==> src/rtl/regs_bridge_pkg.sv <==
// regs_bridge_pkg: opcodes, FSM encoding and sizing shared by the host bridge and its testbench.
package regs_bridge_pkg;
  localparam logic [1:0] OP_READ  = 2'b00;
  localparam logic [1:0] OP_WRITE = 2'b01;
  localparam logic [1:0] OP_DUMP  = 2'b10;
  localparam logic [1:0] OP_RSVD  = 2'b11;
  localparam int NUM_REGS_DEFAULT = 16;
  typedef enum logic [2:0] {
    ST_IDLE, ST_READ, ST_WRITE, ST_RESP, ST_DUMP_RD, ST_DUMP_RSP
  } state_t;
endpackage

==> src/rtl/regs_wr_arb.sv <==
// regs_wr_arb: core-priority write-port mux shared by register file write initiators.
module regs_wr_arb #(
  parameter int DATA_W = 8,
  parameter int ADDR_W = 4
) (
  input  logic              core_en,
  input  logic [ADDR_W-1:0] core_addr,
  input  logic [DATA_W-1:0] core_data,
  input  logic              req_en,
  input  logic [ADDR_W-1:0] req_addr,
  input  logic [DATA_W-1:0] req_data,
  output logic              wr_en,
  output logic [ADDR_W-1:0] wr_addr,
  output logic [DATA_W-1:0] wr_data
);
  always_comb begin
    wr_en   = core_en | req_en;
    wr_addr = core_en ? core_addr : req_addr;
    wr_data = core_en ? core_data : req_data;
  end
endmodule

==> src/rtl/regs_host_bridge.sv <==
// regs_host_bridge: host command initiator (read/write/dump) for the register file.
module regs_host_bridge
  import regs_bridge_pkg::*;
#(
  parameter int DATA_W   = 8,
  parameter int ADDR_W   = 4,
  parameter int NUM_REGS = NUM_REGS_DEFAULT
) (
  input  logic              clk,
  input  logic              arst_n,
  input  logic              cmd_valid,
  output logic              cmd_ready,
  input  logic [1:0]        cmd_op,
  input  logic [ADDR_W-1:0] cmd_addr,
  input  logic [DATA_W-1:0] cmd_data,
  output logic              rsp_valid,
  input  logic              rsp_ready,
  output logic [ADDR_W-1:0] rsp_addr,
  output logic [DATA_W-1:0] rsp_data,
  output logic              rsp_last,
  output logic              rsp_err,
  input  logic              core_write_en,
  input  logic [ADDR_W-1:0] core_write_addr,
  input  logic [DATA_W-1:0] core_write_data,
  output logic              reg_write_en,
  output logic [ADDR_W-1:0] reg_write_addr,
  output logic [DATA_W-1:0] reg_write_data,
  output logic [ADDR_W-1:0] reg_read_addr_a,
  input  logic [DATA_W-1:0] reg_read_data_a
);
  state_t              state_q, state_d;
  logic                up_q, up_d;
  logic [ADDR_W-1:0]   addr_q, addr_d;
  logic [DATA_W-1:0]   rsp_data_q, rsp_data_d;
  logic                rsp_last_q, rsp_last_d;
  logic                rsp_err_q, rsp_err_d;
  always_ff @(posedge clk or negedge arst_n) begin
    if (!arst_n) begin
      state_q    <= ST_IDLE;
      up_q       <= 1'b0;
      addr_q     <= '0;
      rsp_data_q <= '0;
      rsp_last_q <= 1'b0;
      rsp_err_q  <= 1'b0;
    end else begin
      state_q    <= state_d;
      up_q       <= up_d;
      addr_q     <= addr_d;
      rsp_data_q <= rsp_data_d;
      rsp_last_q <= rsp_last_d;
      rsp_err_q  <= rsp_err_d;
    end
  end
  // addr_q holds the command address, and doubles as the walk counter during a dump
  always_comb begin
    state_d    = state_q;
    up_d       = 1'b1;
    addr_d     = addr_q;
    rsp_data_d = rsp_data_q;
    rsp_last_d = rsp_last_q;
    rsp_err_d  = rsp_err_q;
    cmd_ready  = up_q && state_q == ST_IDLE;
    case (state_q)
      ST_IDLE: if (cmd_valid && cmd_ready) begin
        addr_d     = cmd_op == OP_DUMP ? '0 : cmd_addr;
        rsp_data_d = cmd_op == OP_RSVD ? '0 : cmd_data;
        rsp_last_d = cmd_op != OP_DUMP;
        rsp_err_d  = cmd_op == OP_RSVD;
        state_d    = cmd_op == OP_READ  ? ST_READ  :
                     cmd_op == OP_WRITE ? ST_WRITE :
                     cmd_op == OP_DUMP  ? ST_DUMP_RD : ST_RESP;
      end
      ST_READ: begin
        rsp_data_d = reg_read_data_a;
        state_d    = ST_RESP;
      end
      ST_WRITE: state_d = core_write_en ? ST_WRITE : ST_RESP;
      ST_RESP: state_d = rsp_ready ? ST_IDLE : ST_RESP;
      ST_DUMP_RD: begin
        rsp_data_d = reg_read_data_a;
        rsp_last_d = addr_q == ADDR_W'(NUM_REGS - 1);
        state_d    = ST_DUMP_RSP;
      end
      ST_DUMP_RSP: if (rsp_ready) begin
        state_d = rsp_last_q ? ST_IDLE : ST_DUMP_RD;
        addr_d  = rsp_last_q ? addr_q : addr_q + ADDR_W'(1);
      end
      default: state_d = ST_IDLE;
    endcase
  end
  assign rsp_valid       = state_q == ST_RESP || state_q == ST_DUMP_RSP;
  assign rsp_addr        = addr_q;
  assign rsp_data        = rsp_data_q;
  assign rsp_last        = rsp_last_q;
  assign rsp_err         = rsp_err_q;
  assign reg_read_addr_a = addr_q;
  regs_wr_arb #(.DATA_W(DATA_W), .ADDR_W(ADDR_W)) u_arb (
    .core_en   (core_write_en),
    .core_addr (core_write_addr),
    .core_data (core_write_data),
    .req_en    (state_q == ST_WRITE),
    .req_addr  (addr_q),
    .req_data  (rsp_data_q),
    .wr_en     (reg_write_en),
    .wr_addr   (reg_write_addr),
    .wr_data   (reg_write_data)
  );
endmodule

==> config.mk <==
export PLATFORM = sky130hd
export DESIGN_NAME = regs_host_bridge
export DESIGN_NICKNAME = d
export VERILOG_FILES = /design/src/rtl/regs_bridge_pkg.sv /design/src/rtl/regs_wr_arb.sv /design/src/rtl/regs_host_bridge.sv
export SDC_FILE = /design/constraint.sdc
export NUM_CORES = 1
export LEC_CHECK = 0
export ABC_AREA = 1
export ABC_CLOCK_PERIOD_IN_PS = 2250
export CORE_MARGIN = 2
export CORE_UTILIZATION = 43
export CTS_CLUSTER_SIZE = 40
export DETAILED_ROUTE_END_ITERATION = 10
export PLACE_DENSITY = 0.85
export SYNTH_ARGS = -nofsm -noshare
export SYNTH_HDL_FRONTEND = slang
export SYNTH_SLANG_ARGS = --single-unit
==> constraint.sdc <==
create_clock -name clk -period 2.25 [get_ports clk]
set_clock_uncertainty 0.2 [all_clocks]
set_input_delay 0.3375 -clock clk [delete_from_list [all_inputs] [get_ports clk]]
set_output_delay 0.3375 -clock clk [all_outputs]
set_load 0.01 [all_outputs]
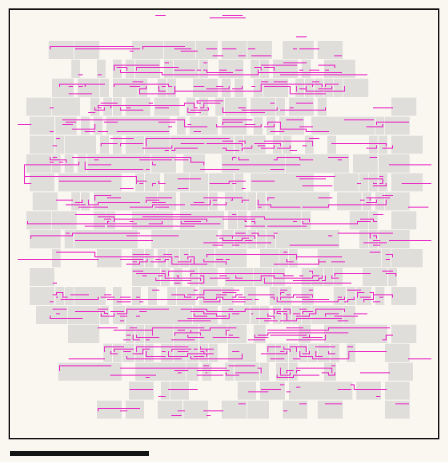
**Above:** run 1 (the metal 1 layer).
The bar under the picture is 20 um long. Cells faint in the background.
main direction: horizontal
longest straight run: 17.5 um
share of all routed wire: 42%
nets with wire on the layer: 271
wire length on this layer: 1,680 um
overall via count from detail_route: 1,563
Global Route met1 Usage: 28.09%
total detailed-routing wirelength: 4001 um

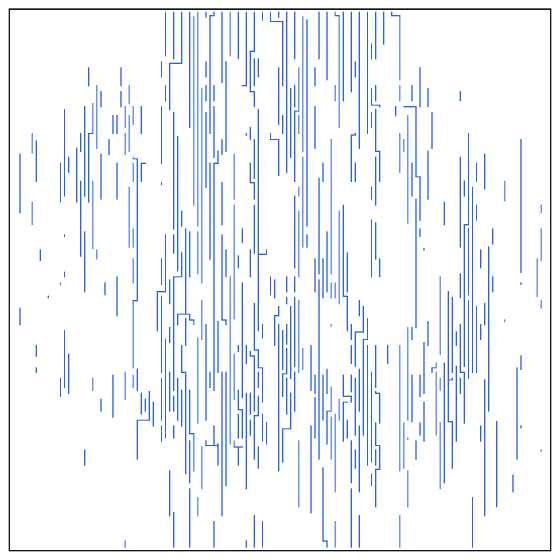
**Above:** run 1 (metal 2).
share of all routed wire: 51%
wire length on this layer: 2,020 um
main direction: vertical
met2 Resource Use GR: 36.09%

==> out/metrics.json <==
{
  "power": {
    "internal_power_mw": 1.296,
    "share_comb_of_total_power_pct": 67.4,
    "share_seq_of_total_power_pct": 26.2,
    "p_comb_mw": 1.65,
    "power.density_nw_per_um2": 1078,
    "power.share.switching_pct": 47.11,
    "total_power_mw": 2.450,
    "powerClk_mw": 0.158
  },
  "worst_setup_path": {
    "cp.required_ps": 1710,
    "slowest_delay_ps": 530,
    "critical_path_cell_by_cell": "clkdlybuf4s50_1 -> inv_2 -> buf_12 -> nand2_1 -> nand2_1 -> clkdlybuf4s50_1",
    "reg2reg_setup_slack_ps": 440,
    "crit-reg2reg-capture": "reg_read_addr_a[3]",
    "arrival_ps": 1670,
    "worst_setup_path_start_kind": "input pin",
    "reg2reg_from": "state_q[1]",
    "cp-startpoint": "core_write_en"
  },
  "synth": {
    "synth_flops": 18,
    "ys_warn_count": 0,
    "post_synth_inst_count": 202,
    "aoi_share_pct": 10.39,
    "top_area_cell": "dfrtp_1",
    "synth_chip_area_sq_um": 1421,
    "syn_avg_cell_area_sq_um": 7.036,
    "synth_area_sq_um": 1421,
    "synth.top_cells.by_count": "nand2_1, dfrtp_1, nand3_1",
    "ys_async_sr_fraction_pct": 100.0
  },
  "clock_tree": {
    "tritoncts": "done"
  },
  "cells_and_area": {
    "clock_cell_area_share_pct": 0.9912,
    "layout.cells.most_common": "nand2_1",
    "area.share.sequential_pct": 19.93,
    "final-nonclk-buf-share_pct": 36.56,
    "nNonClkInverters": 14,
    "commonest_cells_after_routing_fill_and_taps_aside": "nand2_1, clkdlybuf4s50_1, dfrtp_1, nand3_1, dlymetal6s2s_1"
  },
  "floorplanning": {
    "total_core_area_sq_um": 3103,
    "die_h_um": 61.50,
    "top_level_ports": 72,
    "dieArea_sq_um": 3782
  },
  "run": {
    "timing.max_cap.violations": 0
  },
  "final_timing": {
    "fin_tns_setup_ps": 0,
    "final_max_tran_viols": 0,
    "timing.final.crit_share_pct": 97.99
  },
  "min_path": {
    "class_of_the_worst_hold_path": "input pin to asynchronous set/reset pin"
  },
  "place": {
    "placed_cells_incl_taps": 315
  },
  "global_routing": {
    "globalRouteTotalUtil_pct": 21.57,
    "grt_pass1_wl_um": 5954
  },
  "run_status": {
    "outcome": "completed"
  },
  "route": {
    "drtAntennaViolNets": 0
  }
}
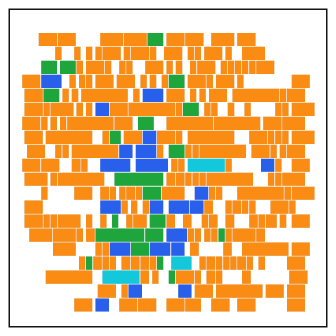
**Above:** run 1 (cells by drive strength).
| size | color | cells | share |
|---|---|---|---|
| x3 and x4 | blue | 21 | 7.6% |
| x6 and larger | cyan | 3 | 1.1% |
| x1 and smaller | orange | 234 | 84% |
| x2 | green | 20 | 7.2% |
crit path setup slack, layout: 45.13 ps
final instance area: 2272 sq um
Area Overhead vs Synth: 59.86%
number of buffers outside the clock class in the layout: 81

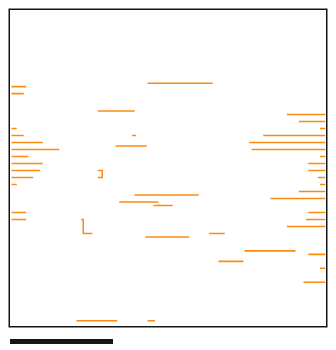
**Above:** run 1 (the metal 3 layer).
The bar under the picture is 20 um long.
main direction: horizontal
longest straight run: 14.5 um
met3 track demand over resource in global routing: 3.782%

[run 1: worst max-delay path, delay by kind of cell]
family	cells	cell delay, ps
buf+inv	4	1230
simple gates	2	90
[run 1: worst min-delay path by stage]
stage / from / to / cells after the start
2_1_floorplan: arst_n / reg_read_addr_a[0] / 0
3_3_place_gp: rsp_err / rsp_err / 2
3_5_place_dp: rsp_err / rsp_err / 2
4_1_cts: arst_n / state_q[1] / 2
5_1_grt: arst_n / state_q[1] / 2
6_report: arst_n / state_q[1] / 2
[run 1: sequential cells by signal (all words and copies together) (netlist names)]
register         flops
rsp_last             1
rsp_data             8
up_q                 1
rsp_err              1
reg_read_addr_a      4
state_q              3
Power and IR drop assume default switching activity.
